Run 1, placement view:
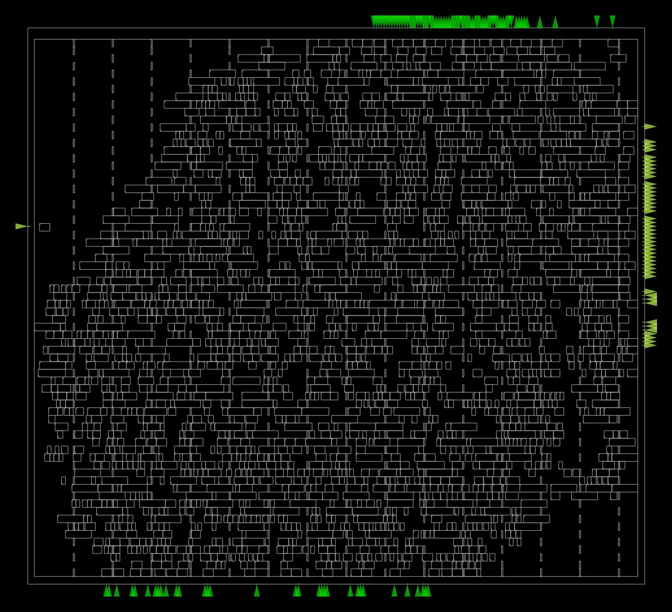
Run 1, cell classes on the final placement:
Fill, decap, tap and diode cells in grey.
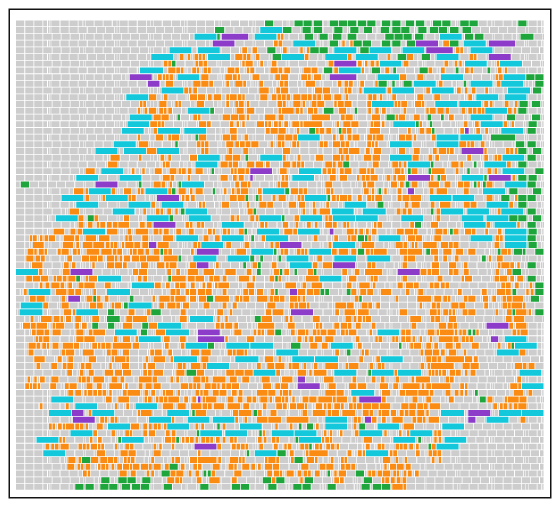
Run 1, wiring by layer:
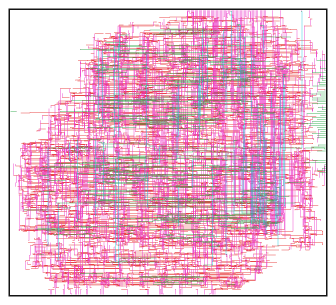
===== src/rtl/muldiv_if.sv =====
// Muldiv unit bundle between the EX stage (master) and the multiply/divide sequencer (slave).
// Handshake: Start is the EX-side valid and ~Stall is the ready; a Start is consumed on an
// edge where the unit is idle and Cancel is low, otherwise EX holds Start/Op/A/B unchanged.
interface muldiv_if #(
  parameter int WIDTH = 32
);
  logic             Start;
  logic [2:0]       Op;
  logic [WIDTH-1:0] A;
  logic [WIDTH-1:0] B;
  logic             ReadHiLo;
  logic             Cancel;
  logic             Stall;
  logic             Busy;
  logic             Done;
  logic [WIDTH-1:0] Hi;
  logic [WIDTH-1:0] Lo;

  modport master (
    output Start, Op, A, B, ReadHiLo, Cancel,
    input  Stall, Busy, Done, Hi, Lo
  );

  modport slave (
    input  Start, Op, A, B, ReadHiLo, Cancel,
    output Stall, Busy, Done, Hi, Lo
  );
endinterface


===== src/rtl/muldiv_sequencer.sv =====
// Iterative multiply/divide unit with HI/LO registers: WIDTH shift-add or restoring steps
// followed by a sign-fix cycle, so every MUL/DIV takes exactly WIDTH+1 cycles.
module muldiv_sequencer #(
  parameter int WIDTH = 32
) (
  input  logic       Clk,
  input  logic       Rst,
  muldiv_if.slave    bus,
  output logic [1:0] o_state
);
  localparam int CW = $clog2(WIDTH + 1);
  localparam logic [CW-1:0] LAST = CW'(WIDTH - 1);
  localparam logic [CW-1:0] ONE  = CW'(1);

  localparam logic [2:0] OP_MULT  = 3'b001;
  localparam logic [2:0] OP_MULTU = 3'b010;
  localparam logic [2:0] OP_DIV   = 3'b011;
  localparam logic [2:0] OP_DIVU  = 3'b100;
  localparam logic [2:0] OP_MTHI  = 3'b101;
  localparam logic [2:0] OP_MTLO  = 3'b110;

  typedef enum logic [1:0] {
    S_IDLE = 2'd0,
    S_MUL  = 2'd1,
    S_DIV  = 2'd2,
    S_FIX  = 2'd3
  } state_t;

  state_t             r_state;
  state_t             w_next;
  logic               w_busy;
  logic [CW-1:0]      r_cnt;
  logic [2*WIDTH-1:0] r_acc;
  logic [WIDTH-1:0]   r_opa;
  logic [WIDTH-1:0]   r_opb;
  logic [WIDTH-1:0]   r_hi;
  logic [WIDTH-1:0]   r_lo;
  logic               r_done;
  logic               r_is_div;
  logic               r_neg_res;
  logic               r_neg_rem;
  logic               r_bzero;

  logic               w_accept;
  logic               w_signed;
  logic               w_a_neg;
  logic               w_b_neg;
  logic [WIDTH-1:0]   w_abs_a;
  logic [WIDTH-1:0]   w_abs_b;
  logic [WIDTH:0]     w_mul_sum;
  logic [WIDTH:0]     w_div_shift;
  logic [WIDTH:0]     w_div_trial;
  logic               w_div_ge;
  logic [2*WIDTH-1:0] w_prod;
  logic [WIDTH-1:0]   w_quo;
  logic [WIDTH-1:0]   w_rem;
  logic [WIDTH-1:0]   w_fix_hi;
  logic [WIDTH-1:0]   w_fix_lo;

  assign w_accept = (r_state == S_IDLE) & bus.Start & ~bus.Cancel;
  assign w_signed = (bus.Op == OP_MULT) | (bus.Op == OP_DIV);
  assign w_a_neg  = w_signed & bus.A[WIDTH-1];
  assign w_b_neg  = w_signed & bus.B[WIDTH-1];
  assign w_abs_a  = w_a_neg ? -bus.A : bus.A;
  assign w_abs_b  = w_b_neg ? -bus.B : bus.B;

  // Multiply: add multiplicand into the upper half, then shift the whole accumulator right.
  assign w_mul_sum = {1'b0, r_acc[2*WIDTH-1:WIDTH]} + (r_opb[0] ? {1'b0, r_opa} : '0);

  // Divide: upper half is the partial remainder, lower half shifts the dividend out / quotient in.
  // The remainder stays below the divisor, so the trial MSB is a clean borrow flag.
  assign w_div_shift = {r_acc[2*WIDTH-1:WIDTH], r_acc[WIDTH-1]};
  assign w_div_trial = w_div_shift - {1'b0, r_opb};
  assign w_div_ge    = ~w_div_trial[WIDTH];

  // Divide by zero keeps the all-ones quotient unnegated; the remainder is then |A| re-signed, i.e. A.
  assign w_prod   = r_neg_res ? -r_acc : r_acc;
  assign w_quo    = (r_neg_res & ~r_bzero) ? -r_acc[WIDTH-1:0] : r_acc[WIDTH-1:0];
  assign w_rem    = r_neg_rem ? -r_acc[2*WIDTH-1:WIDTH] : r_acc[2*WIDTH-1:WIDTH];
  assign w_fix_hi = r_is_div ? w_rem : w_prod[2*WIDTH-1:WIDTH];
  assign w_fix_lo = r_is_div ? w_quo : w_prod[WIDTH-1:0];

  always_ff @(posedge Clk or negedge Rst) begin
    if (!Rst) r_state <= S_IDLE;
    else      r_state <= w_next;
  end

  always_comb begin
    w_next = r_state;
    w_busy = 1'b0;
    case (r_state)
      S_IDLE: begin
        if (w_accept) begin
          case (bus.Op)
            OP_MULT, OP_MULTU: w_next = S_MUL;
            OP_DIV, OP_DIVU:   w_next = S_DIV;
            default:           w_next = S_IDLE;
          endcase
        end
      end
      S_MUL, S_DIV: begin
        w_busy = 1'b1;
        if (bus.Cancel)          w_next = S_IDLE;
        else if (r_cnt == LAST)  w_next = S_FIX;
      end
      S_FIX: begin
        w_busy = 1'b1;
        w_next = S_IDLE;
      end
      default: w_next = S_IDLE;
    endcase
  end

  always_ff @(posedge Clk or negedge Rst) begin
    if (!Rst) begin
      r_cnt     <= '0;
      r_acc     <= '0;
      r_opa     <= '0;
      r_opb     <= '0;
      r_hi      <= '0;
      r_lo      <= '0;
      r_done    <= 1'b0;
      r_is_div  <= 1'b0;
      r_neg_res <= 1'b0;
      r_neg_rem <= 1'b0;
      r_bzero   <= 1'b0;
    end else begin
      r_done <= 1'b0;
      case (r_state)
        S_IDLE: begin
          if (w_accept) begin
            case (bus.Op)
              OP_MULT, OP_MULTU, OP_DIV, OP_DIVU: begin
                r_is_div  <= (bus.Op == OP_DIV) | (bus.Op == OP_DIVU);
                r_opa     <= w_abs_a;
                r_opb     <= w_abs_b;
                r_cnt     <= '0;
                r_acc     <= ((bus.Op == OP_DIV) | (bus.Op == OP_DIVU)) ?
                             {{WIDTH{1'b0}}, w_abs_a} : '0;
                r_neg_res <= w_a_neg ^ w_b_neg;
                r_neg_rem <= w_a_neg;
                r_bzero   <= (bus.B == '0);
              end
              OP_MTHI: r_hi <= bus.A;
              OP_MTLO: r_lo <= bus.A;
              default: ;
            endcase
          end
        end
        S_MUL: begin
          if (!bus.Cancel) begin
            r_acc <= {w_mul_sum, r_acc[WIDTH-1:1]};
            r_opb <= r_opb >> 1;
            r_cnt <= r_cnt + ONE;
          end
        end
        S_DIV: begin
          if (!bus.Cancel) begin
            r_acc <= w_div_ge ? {w_div_trial[WIDTH-1:0], r_acc[WIDTH-2:0], 1'b1}
                              : {w_div_shift[WIDTH-1:0], r_acc[WIDTH-2:0], 1'b0};
            r_cnt <= r_cnt + ONE;
          end
        end
        S_FIX: begin
          if (!bus.Cancel) begin
            r_hi   <= w_fix_hi;
            r_lo   <= w_fix_lo;
            r_done <= 1'b1;
          end
        end
        default: ;
      endcase
    end
  end

  assign bus.Busy  = w_busy;
  assign bus.Stall = w_busy & (bus.Start | bus.ReadHiLo);
  assign bus.Done  = r_done;
  assign bus.Hi    = r_hi;
  assign bus.Lo    = r_lo;
  assign o_state   = r_state;
endmodule


===== src/flat_wrapper.sv =====
// flat-port wrapper written by rule: the top's interface ports become plain ports
module muldiv_sequencer_flat 
#(
  parameter int WIDTH = 32
)
  (Clk, Rst, o_state, bus_Start, bus_Op, bus_A, bus_B, bus_ReadHiLo, bus_Cancel, bus_Stall, bus_Busy, bus_Done, bus_Hi, bus_Lo);
  muldiv_if #(.WIDTH(WIDTH)) bus_i ();
  input  logic Clk;
  input  logic Rst;
  output logic [1:0] o_state;
  input wire logic [$bits(bus_i.Start)-1:0] bus_Start;
  input wire logic [$bits(bus_i.Op)-1:0] bus_Op;
  input wire logic [$bits(bus_i.A)-1:0] bus_A;
  input wire logic [$bits(bus_i.B)-1:0] bus_B;
  input wire logic [$bits(bus_i.ReadHiLo)-1:0] bus_ReadHiLo;
  input wire logic [$bits(bus_i.Cancel)-1:0] bus_Cancel;
  output wire logic [$bits(bus_i.Stall)-1:0] bus_Stall;
  output wire logic [$bits(bus_i.Busy)-1:0] bus_Busy;
  output wire logic [$bits(bus_i.Done)-1:0] bus_Done;
  output wire logic [$bits(bus_i.Hi)-1:0] bus_Hi;
  output wire logic [$bits(bus_i.Lo)-1:0] bus_Lo;
  assign bus_i.Start = bus_Start;
  assign bus_i.Op = bus_Op;
  assign bus_i.A = bus_A;
  assign bus_i.B = bus_B;
  assign bus_i.ReadHiLo = bus_ReadHiLo;
  assign bus_i.Cancel = bus_Cancel;
  assign bus_Stall = bus_i.Stall;
  assign bus_Busy = bus_i.Busy;
  assign bus_Done = bus_i.Done;
  assign bus_Hi = bus_i.Hi;
  assign bus_Lo = bus_i.Lo;
  muldiv_sequencer #(.WIDTH(WIDTH)) u_core (.Clk(Clk), .Rst(Rst), .bus(bus_i), .o_state(o_state));
endmodule

===== config.mk =====
export PLATFORM = sky130hd
export DESIGN_NAME = muldiv_sequencer_flat
export DESIGN_NICKNAME = d
export VERILOG_FILES = /design/src/rtl/muldiv_if.sv /design/src/rtl/muldiv_sequencer.sv /design/src/flat_wrapper.sv
export SDC_FILE = /design/constraint.sdc
export NUM_CORES = 1
export LEC_CHECK = 0
export CAP_MARGIN = 20
export CORE_ASPECT_RATIO = 0.9
export CORE_MARGIN = 2
export CORE_UTILIZATION = 39
export DETAILED_ROUTE_END_ITERATION = 7
export GPL_TIMING_DRIVEN = 0
export PLACE_DENSITY = 0.61
export SYNTH_ARGS = -nofsm -noshare
export SYNTH_HDL_FRONTEND = slang
export SYNTH_SLANG_ARGS = --single-unit

===== constraint.sdc =====
create_clock -name Clk -period 3.26 [get_ports Clk]
set_input_delay 0.489 -clock Clk [delete_from_list [all_inputs] [get_ports Clk]]
set_output_delay 0.489 -clock Clk [all_outputs]
set_load 0.01 [all_outputs]

==> out/qor.csv, run 1 <==
stage,metric,value,unit
worst_setup_path,setup.worst_path.end_class,register,
routing,drt_pass1_iterations,6,
final_timing,fin_worst_hold_slack,477.1,ps
power,internal-power,0.01032,W
worst_setup_path,endpoint,u_core.r_acc[42],
floorplan,chipHeight,197.2,um
final_timing,timing.clock.skew,21.27,ps
place,gp_congestion,1.019,
final_layout,post-route-cell-area,19780,um^2
worst_setup_path,r2r_slack,-30,ps
outcome,run_status,"finished, violations left",
worst_setup_path,worst-endpoint-arrival,3720,ps
floorplan,initial_utilization,39.70,%
final_timing,achievable-frequency,0.3041,GHz
global_routing,grt_total_ovfl,0,
worst_setup_path,timing.critical_path.cells,"ha_2, nand2_1, o21ai_0, a22oi_1, a21oi_1, a31oi_4, xnor2_2, buf_4, mux2_2, a221oi_1, nor3_1",
routing,drt-vias-per-instance,6.062,
global_routing,initial_antenna_violation_count,3,
final_timing,report.final.setup_viol,2,
power,clockPowerShare,15.2,%
worst_setup_path,worstPathMaxFanout,7,
floorplan,floorplan.io_pins,141,
global_routing,grt_max_degree,115,
power,power.ir.vdd_worst,0.4957,mV
final_timing,unrepaired_setup_endpoints_after_global_routing,yes,
routing,drt_iter0_markers,1708,
final_timing,drv_slew,0,
worst_setup_path,worstRegToRegCells,11,
place,dp.cells,2722,
worst_setup_path,worst_setup_path_start_kind,register,
logic_synthesis,ys_ff,205,
final_timing,final_critical_path_share_of_the_clock_period,100.9,%
clocking,clock_root_buffer,sky130_fd_sc_hd__clkbuf_16,
power,power-per-cell-area,1042,nW/um^2
outcome,failing_checks,setup timing,
logic_synthesis,mappedNetlistArea,16170,um^2
worst_setup_path,path_depth,11,
clocking,maximum_buffer_depth_of_the_clock_tree,3,
logic_synthesis,ys_seq_share,31.73,%
final_timing,post-route-worst-setup-slack,-28.39,ps
floorplan,row_count,70,
final_layout,fraction_of_final_layout_cells_with_drive_strength_greater_than_1,9.848,%
clocking,clkLatencyLatePin,560,ps
About 'placement view':
standard cell core area: 40730 um^2
sequential cell count: 205
Tap Cells: 540
final std cells w/o fill: 2776

About 'cell classes on the final placement':
class	colour	cells	share of their area
all other logic	orange	1718	58%
other buffers and delay cells	green	266	11%
clock drivers and dummy loads	purple	45	4.7%
flip-flops	cyan	205	27%

About 'wiring by layer':
layer	colour	wire length
met4	cyan	2780 um
met1	red	29.6 mm
met3	green	6880 um
met2	magenta	27.7 mm
total global routing track utilization: 30.56%
routed length per instance: 24.13 um
Final Routed Wirelength: 66990 um
total number of vias: 16.83k

run 1: area by class of cell:
cell class	count	area [um^2]
antenna	2	5.005
clock buffer	31	688.2
clock inverter	14	219.0
sequential	205	5155
timing repair buffer	159	1577
inverter	67	251.5
fill	4033	20940
multi-input combinational	1651	10740
buffer	107	473.0
tap	540	675.6
run 1: how the worst min path moves through the flow:
stage                            startpoint                end  slack [ps]  cells after the start
after floorplan                         Rst    u_core.bus.Done         190                      0
after global placement     u_core.r_opa[12]   u_core.r_opa[12]         460                      2
after detailed placement    u_core.r_opa[2]    u_core.r_opa[2]         470                      2
after CTS                   u_core.r_opa[2]    u_core.r_opa[2]         480                      2
after global routing      u_core.bus.Lo[12]  u_core.bus.Lo[12]         490                      1
final                       u_core.r_opa[2]    u_core.r_opa[2]         480                      2
run 1: layer usage:
layer / vias to the layer above / global-route usage [%] / share of wire, %
met5: - / 0 / 0
met1: 8150 / 43.95 / 44
met3: 159 / 7.144 / 10
met2: 850 / 44.22 / 41
met4: 0 / 11.49 / 4.2
li1: 7669 / - / -
run 1: kinds of logic (layout without fill, tap and decap cells):
logic type	after synthesis	in the layout	synth area share, %
buffers and inverters	186	378	4.442
AOI/OAI and AO/OA	677	677	25.58
xor gates and xnor gates	166	166	8.992
DFF	205	205	31.73
other	0	2	0
and+or+nand+nor	685	685	20.24
muxes	47	47	3.049
adders and majority gates	76	76	5.974
run 1: worst min-delay path: stages, from the launching register on:
cell and delay (ps):
sky130_fd_sc_hd__dfrtp_1 340, sky130_fd_sc_hd__nand2_1 50, sky130_fd_sc_hd__o21ai_0 60
run 1: cells in the mapped netlist, drive strengths merged, types with 29 or more instances:
master / number
nand2: 218
a21oi: 214
o21ai: 214
dfrtp: 205
nor2: 195
xnor2: 106
clkbuf: 97
ha: 74
inv: 67
xor2: 60
and2: 50
nor3: 43
a21o: 41
nand3: 35
a22o: 34
mux2i: 29
run 1: sequential cells by signal (all words and copies together) (netlist names):
| register | cells |
|---|---|
| u_core.o_state | 2 |
| u_core.r_neg_res | 1 |
| u_core.bus.Hi | 32 |
| u_core.r_bzero | 1 |
| u_core.r_neg_rem | 1 |
| u_core.bus.Done | 1 |
| u_core.r_acc | 64 |
| u_core.r_cnt | 6 |
| u_core.r_opa | 32 |
| u_core.r_opb | 32 |
| u_core.r_is_div | 1 |
| u_core.bus.Lo | 32 |
run 1: through the flow:
step / setup TNS (ps) / power (W)
final: -41.37 / 0.02062
after global routing: -559.9 / 0.02191
after CTS: -136.9 / 0.01995
after detailed placement: -63980 / 0.01645
after global placement: -1558210 / 0.01635
after floorplan: 0 / 0.01205
run 1: power by group through the flow:
stage,clock network (W),registers [W],logic (W)
6_report,0.00314,0.00506,0.0124
5_1_grt,0.00329,0.00514,0.0135
4_1_cts,0.00319,0.00495,0.0118
3_5_place_dp,0,0.00500,0.0114
3_3_place_gp,0,0.00498,0.0114
2_1_floorplan,0,0.00459,0.00746
run 1: what timing repair did:
item                                    CTS  global route
buffers inserted                          9             7
hold buffers                              1             0
cloned                                    1             0
gates resized                            68            80
hold endpoints to repair                 58             0
endpoints found under the setup margin   85            89
pin swaps                                 8            24
==> inputs of run 2 (changes only) <==
--- a/config.mk
+++ b/config.mk
@@ -5,13 +5,14 @@
 export SDC_FILE = /design/constraint.sdc
 export NUM_CORES = 1
 export LEC_CHECK = 0
+export ABC_CLOCK_PERIOD_IN_PS = 3500
 export CAP_MARGIN = 20
 export CORE_ASPECT_RATIO = 0.9
 export CORE_MARGIN = 2
 export CORE_UTILIZATION = 39
 export DETAILED_ROUTE_END_ITERATION = 7
 export GPL_TIMING_DRIVEN = 0
-export PLACE_DENSITY = 0.61
+export PLACE_DENSITY = 0.59
 export SYNTH_ARGS = -nofsm -noshare
 export SYNTH_HDL_FRONTEND = slang
 export SYNTH_SLANG_ARGS = --single-unit
==> constraint.sdc (replaced) <==
create_clock -name Clk -period 3.5 [get_ports Clk]
set_input_delay 0.525 -clock Clk [delete_from_list [all_inputs] [get_ports Clk]]
set_output_delay 0.525 -clock Clk [all_outputs]
set_load 0.01 [all_outputs]
Run 2, ports around the boundary:
Pins as bars across the die edge, other pins in grey.
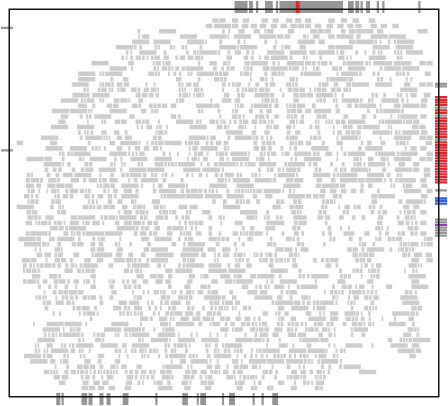
port	colour	pins	direction	edge
`bus_ReadHiLo`	purple	1	input	right
`bus_Op`	blue	3	input	right
`bus_Hi`	red	32	output	30 right, 2 top
all pins by edge	61 top, 46 right, 32 bottom, 2 left
number of buffers added on ports: 139
die height: 197.2 um
horizontal extent of the die: 218.6 um

Run 2, placement view:
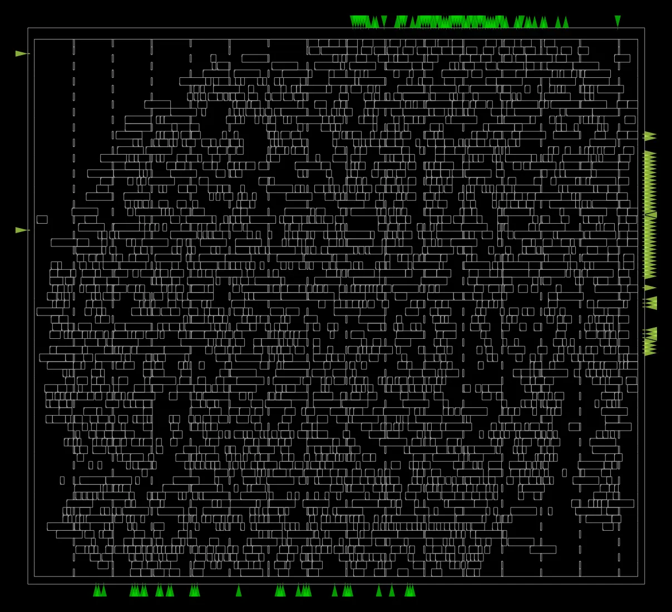
number of fillers in the final layout: 4103
sequential share of cell area: 26.52%
final core area utilization: 47.63%
row count: 70

==> out/qor.csv, run 2 <==
stage,metric,value,unit
power,power.share.combinational,60.7,%
routing,via_count,16710,
global_routing,first_global_vias,16010,
final_layout,layout.cells.most_common,sky130_fd_sc_hd__nand2_1,
floorplan,initial_utilization,39.70,%
worst_setup_path,worst-endpoint-arrival,3880,ps
power,comb_power,0.0113,W
power,internal-power,0.009215,W
clocking,clock_root_buffer,sky130_fd_sc_hd__clkbuf_16,
power,power.largest_group,combinational logic,
power,powerSeq,0.00471,W
routing,drt-wirelength-per-cell,24.36,um
final_timing,post-route-worst-setup-slack,55.47,ps
clocking,tritoncts.num_buffers,24,
worst_setup_path,crit_path_max_incr_delay,600,ps
final_timing,final_critical_path_share_of_the_clock_period,98.42,%
logic_synthesis,async_reset_ff_share,100.0,%
worst_setup_path,worst_setup_path_start_kind,register,
global_routing,initial_antenna_violation_count,2,
logic_synthesis,ys_ff,205,
power,clk-power,0.00263,W
worst_setup_path,r2r_slack,60,ps
worst_setup_path,setup.worst_path.end_class,register,
worst_setup_path,worstPathMaxFanout,6,
routing,drt_iter0_markers,1748,
global_routing,grt_total_ovfl,0,
final_timing,tightest_slew,1148,ps
global_routing,grt_max_degree,112,
final_timing,drv_slew,0,
global_routing,global_route.usage.total,31.04,%
final_timing,fin_worst_hold_slack,27.76,ps
power,seq_power_share,25.2,%
place,post-place-ws,-1158,ps
min_path,worstHoldPathType,in2async,
place,dp.cells,2723,
power,power-per-cell-area,961.4,nW/um^2
power,total_switching_power,0.009436,W
logic_synthesis,ys_cells,2042,
routing,routed_wl,67620,um
power,clockPowerShare,14.1,%
worst_setup_path,worst_ep_required_time,3940,ps
logic_synthesis,post_synth_most_frequent_cells,"sky130_fd_sc_hd__nand2_1, sky130_fd_sc_hd__a21oi_1, sky130_fd_sc_hd__dfrtp_1, sky130_fd_sc_hd__nor2_1, sky130_fd_sc_hd__o21ai_0",
logic_synthesis,ys_seq_share,31.73,%
clocking,maximum_buffer_depth_of_the_clock_tree,3,
final_layout,max_flop_register,u_core.r_acc,
worst_setup_path,critPathLaunch,u_core.r_acc[17],
global_routing,grt_first_pass_wirelength,100400,um
place,gp_congestion,0.9887,
clocking,clock-sinks,205,
power,power.ir.vdd_worst,0.5226,mV
clocking,clkLatencyLatePin,550,ps
final_layout,largest_register_ffs,64,
floorplan,core-area,40730,um^2
outcome,run_status,"finished, final reports clean",
worst_setup_path,critical_path_buf_inv_count,1,
worst_setup_path,worstRegToRegCells,10,
place,dp_wirelength,52450,um
final_layout,finalNetCount,2365,
logic_synthesis,synthesized_net_count,2190,
final_timing,timing.clock.skew,17.04,ps
routing,drt_pass1_iterations,6,
clocking,cts_tree,done,
final_timing,report.final.setup_viol,0,
final_timing,post-route-min-period,3445,ps
logic_synthesis,mappedNetlistArea,16170,um^2
worst_setup_path,setup_crit_path_kind,reg2reg,
floorplan,chipArea,43100,um^2
routing,drt-vias-per-instance,6.018,
power,fin_total_pwr,0.01865,W
final_layout,final-instance-count-excl-fill,2776,
worst_setup_path,timing.critical_path.cells,"or4_4, or4b_4, nor4_4, buf_4, a31oi_1, a21oi_2, a21oi_1, xnor2_1, a211oi_1, a21o_1",
final_timing,timing_hold_violations_final,0,
final_timing,headroom_to_the_max_slew_limit,23.32,%
final_timing,achievable-frequency,0.2903,GHz
final_layout,fraction_of_final_layout_cells_with_drive_strength_greater_than_1,7.028,%
logic_synthesis,synth.most_common_cell,sky130_fd_sc_hd__nand2_1,
floorplan,floorplan.io_pins,141,
power,static-leakage-power,8.206,nW
logic_synthesis,yosys.cell_types.count,78,
routing,detail-route-antenna-nets,0,
final_timing,unrepaired_setup_endpoints_after_global_routing,yes,
-- run 2: cell types whose count changed in the layout (fill, tap and decap cells not counted), moves of 4 or more --
cell                        before  now
sky130_fd_sc_hd__a21oi_2        12    5
sky130_fd_sc_hd__a211oi_2        5    0
sky130_fd_sc_hd__dfrtp_1       185  193
sky130_fd_sc_hd__dfrtp_2        20   12
sky130_fd_sc_hd__ha_2           12    1
sky130_fd_sc_hd__a21oi_1       200  209
sky130_fd_sc_hd__clkbuf_1       74   82
sky130_fd_sc_hd__bufinv_16       5    1
sky130_fd_sc_hd__ha_1           61   73
sky130_fd_sc_hd__inv_6           4    0
sky130_fd_sc_hd__a211oi_1       23   28
sky130_fd_sc_hd__buf_4          17   13
-- run 2: what timing repair did --
item	4_1_cts	5_1_grt
buffers inserted	9	2
hold buffers	0	0
setup endpoints to repair	65	78
gates cloned	0	1
pin swaps	4	4
resized	28	54
-- run 2: kinds of logic (layout without fill, tap and decap cells) --
kind of cell,Yosys count,in the layout,share of synthesized area (%)
and+or+nand+nor,685,685,20.24
AOI/OAI and AO/OA,677,677,25.58
DFF,205,205,31.73
buffers and inverters,186,378,4.442
xor gates and xnor gates,166,166,8.992
adders and majority gates,76,76,5.974
muxes,47,47,3.049
other,0,2,0
-- run 2: worst max-delay path by stage --
stage	to	depth (start not counted)	slack (ps)
6_report	u_core.bus.Hi[11]	10	60
5_1_grt	u_core.r_acc[63]	13	-50
4_1_cts	u_core.r_acc[62]	13	2
3_5_place_dp	u_core.r_acc[63]	14	-1160
3_3_place_gp	u_core.r_opb[29]	1	-7200
2_1_floorplan	u_core.r_acc[40]	13	270
-- run 2: worst register-to-register path, cell delays in order (launching register included) --
cell	delay, ps
sky130_fd_sc_hd__dfrtp_1	470
sky130_fd_sc_hd__or4_4	600
sky130_fd_sc_hd__or4b_4	550
sky130_fd_sc_hd__nor4_4	220
sky130_fd_sc_hd__buf_4	190
sky130_fd_sc_hd__a31oi_1	120
sky130_fd_sc_hd__a21oi_2	270
sky130_fd_sc_hd__a21oi_1	120
sky130_fd_sc_hd__xnor2_1	460
sky130_fd_sc_hd__a211oi_1	160
sky130_fd_sc_hd__a21o_1	170
-- run 2: through the flow --
step                      area, um^2  TNS [ps]
after global routing           19400    -77.26
final                          19400         0
after CTS                      19220         0
after floorplan                16170         0
after detailed placement       18280    -44820
after global placement         18240  -1510600
-- run 2: layout make-up --
| type | instances | area (um^2) |
|---|---|---|
| Antenna cell | 2 | 5.005 |
| Buffer | 113 | 488.0 |
| Clock buffer | 36 | 737.0 |
| Clock inverter | 7 | 68.82 |
| Fill cell | 4103 | 21330 |
| Inverter | 67 | 251.5 |
| Multi-Input combinational cell | 1651 | 10490 |
| Sequential cell | 205 | 5145 |
| Tap cell | 540 | 675.6 |
| Timing Repair Buffer | 155 | 1539 |
-- run 2: per-layer routing --
metal	vias to the layer above	GRT usage [%]	wire length [um]
li1	7664	-	-
met1	8099	44.63	29690
met4	0	10.20	2582
met3	133	7.267	7152
met2	809	45.57	28200
met5	-	0	0
Power is estimated from default activity; no workload was simulated.
